### Where the registers sit

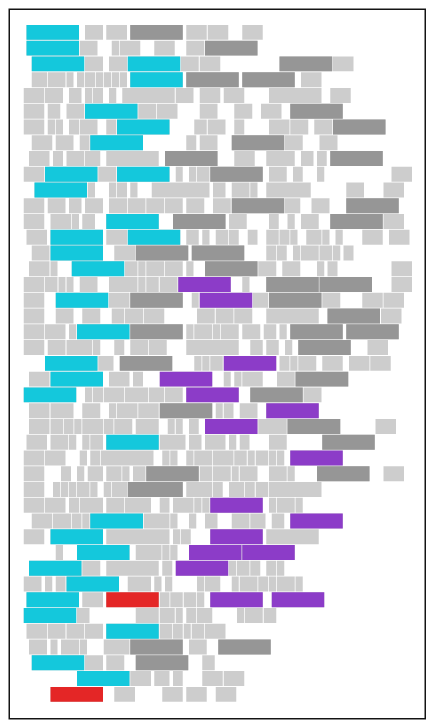
### The metal 3 layer

The bar under the picture is 20 um long.
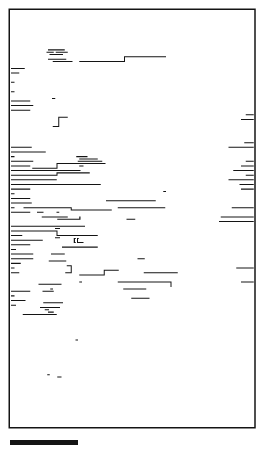
Design port0_pkt_arbiter_flat, sky130hd; sources not shown.
==> results_slide.txt <==
Flow Results at a Glance

Synthesis
  • Distinct lib cells used: 44
  • Area leader share: 53.1%
  • Yosys cell count: 389
  • Adder share: 1.81%
  • Count of library flops with an enable pin: 0
  • Ys flops: 89
  • Share of flip-flops with an asynchronous set or reset: 100%
  • Complex Gates by Area: 2.77%
  • Largest cells by area: dfrtp_1, xnor2_1, xor2_1
  • Chip area line of the yosys report: 0.00415 sq mm
  • Yosys top cell by instances: dfrtp_1
  • YS warnings: 0
  • Sequential area share after synthesis: 53.7%
  • Mean Syn Cell Area: 10.7 sq um
  • Basic Gates by Area: 23.2%
  • Cell area after synthesis: 0.00415 sq mm
  • Main logic family: simple AND/OR/NAND/NOR gates
  • Commonest cells in the netlist: dfrtp_1, nand2_1, nor2_1, xnor2_1, xor2_1
  • Synth Instances: 389
  • XOR Share, Synth: 15.6%
  • Post-synth top flop: dfrtp_1

Power
  • P_clk: 1.14 mW
  • Total power: 3.49 mW
  • Switching pwr: 1.11 mW
  • Power per cell area: 645 mW/mm^2
  • Logic pwr share: 26.4%
  • Top pwr grp: sequential cells
  • Internal: 2.38 mW
  • Flop pwr share: 40.9%
  • Combinational group power: 0.920 mW
  • Total leakage power: 2.51 nW

Routing
  • Highest routed layer: met4
  • ANT nets after route: 0
  • Pre-antenna DRT Iters: 4
  • Avg Vias per Cell: 5.72
  • DRC violations left: 0
  • Met2 routed WL: 5110 um
  • Post-DR wirelength/cell: 16.8 um
  • Wl on met1: 3670 um
  • DR WL met3: 615 um

Cells and area
  • Most frequent cells in the layout: dfrtp_1, clkdlybuf4s50_1, nand2_1
  • Area Overhead vs Synth: 30.3%
  • Share of layout cells above drive strength 1: 7.20%
  • Final Cell Area: 0.00541 sq mm
  • Nonclk inv count: 9
  • Final Non-Filler Cells: 576
  • Fill cells: 563
  • Nets: 498
  • Clk cell area share: 5.62%
  • Multi-In Gates: 288
  • Largest cell class: registers
  • Dominant logic cell type in the layout: dfrtp_1
  • Bufs w/o clock: 86
  • Clock buf count: 12
  • Seq cells: 89
  • Logic area: 0.00187 sq mm
  • Non-clock buffer share: 15.9%

Worst setup path
  • Crit path max-delay cell type: or4b_2
  • Critical path's top delay family: simple AND/OR/NAND/NOR gates
  • CP Capture Type: flip-flop
  • Critical path depth in cells: 7
  • Critical path fanouts, max: 6
  • Slowest Stage Delay on Critical Path: 750 ps
  • WP data required: 3020 ps
  • CP Launch Type: flip-flop
  • WS Path Type: reg -> reg
  • Reg2Reg Setup Slack: 230 ps
  • Bufs and invs on worst path: 1

Place
  • Post-DP HPWL: 6780 um
  • Post-Place Setup Slack: 91.7 ps
  • Placed insts: 560
  • Input/output buffers: 77
  • Routability cong.: 0.909
  • Dpl cell area: 0.00506 sq mm

Floorplanning
  • # Taps: 90
  • Height of the die: 122 um
  • Pre-Place Util: 52.8%
  • Die W: 71.5 um
  • Ports: 78
  • CORE AREA: 0.00786 sq mm
  • Row count: 43

Global routing
  • M1 GR Usage: 27.6%
  • GRT busiest layer: met2
  • Initial antenna violation count: 0
  • First-pass GRT wire length: 16200 um
  • Largest net degree at the start of global routing: 90
  • Met2 global-route usage: 41.3%
  • Vias in the first global route: 3372

Final timing
  • Slew HR: 54.8%
  • Setup_tns: 0 ps
  • Fin. Hold Viols: 0
  • Fin crit period: 2770 ps
  • Slew Limit Fails: 0
  • RSZ-0062 raised after global routing: no
  • Fmax: 0.361 GHz
  • Worst-Margin Slew: 672 ps
  • Hold Slack: 156 ps
  • Final worst slack: 231 ps

Outcome
  • Status: completed

Clocking
  • Clock root buffer: clkbuf_16
  • Clock Sinks: 89
  • Clk slew on worst S/H paths: 60 ps
  • CTS tree: yes
  • Buffer depth of the longest clock path: 2
  • Clk_lat worst skew: 340 ps
  • Hold_buf cts: 1
  • # resized after CTS: 0

Hold path
  • Worst hold path class: in -> async

Run
  • Max cap viols: 0
  • Tool warnings: 29
-- 'Where the registers sit' (at the start) --
color	netlist name	placed flops
purple	u_core.wdog	16
cyan	u_core.bus.ssm_pkt_cnt	32
red	u_core.state	2
not colored	39
Seq. pwr: 1.43 mW
fin util: 68.8%
Seq/total area: 41.2%
Reg area: 0.00223 sq mm

-- 'The metal 3 layer' (at the start) --
share of all routed wire	6.4%
nets with wire on the layer	85
wire length on this layer	615 um
Total Routed Length: 9680 um
total number of vias: 3292
met3 Track Usage GR: 5.38%

Power is estimated from default activity; no workload was simulated.
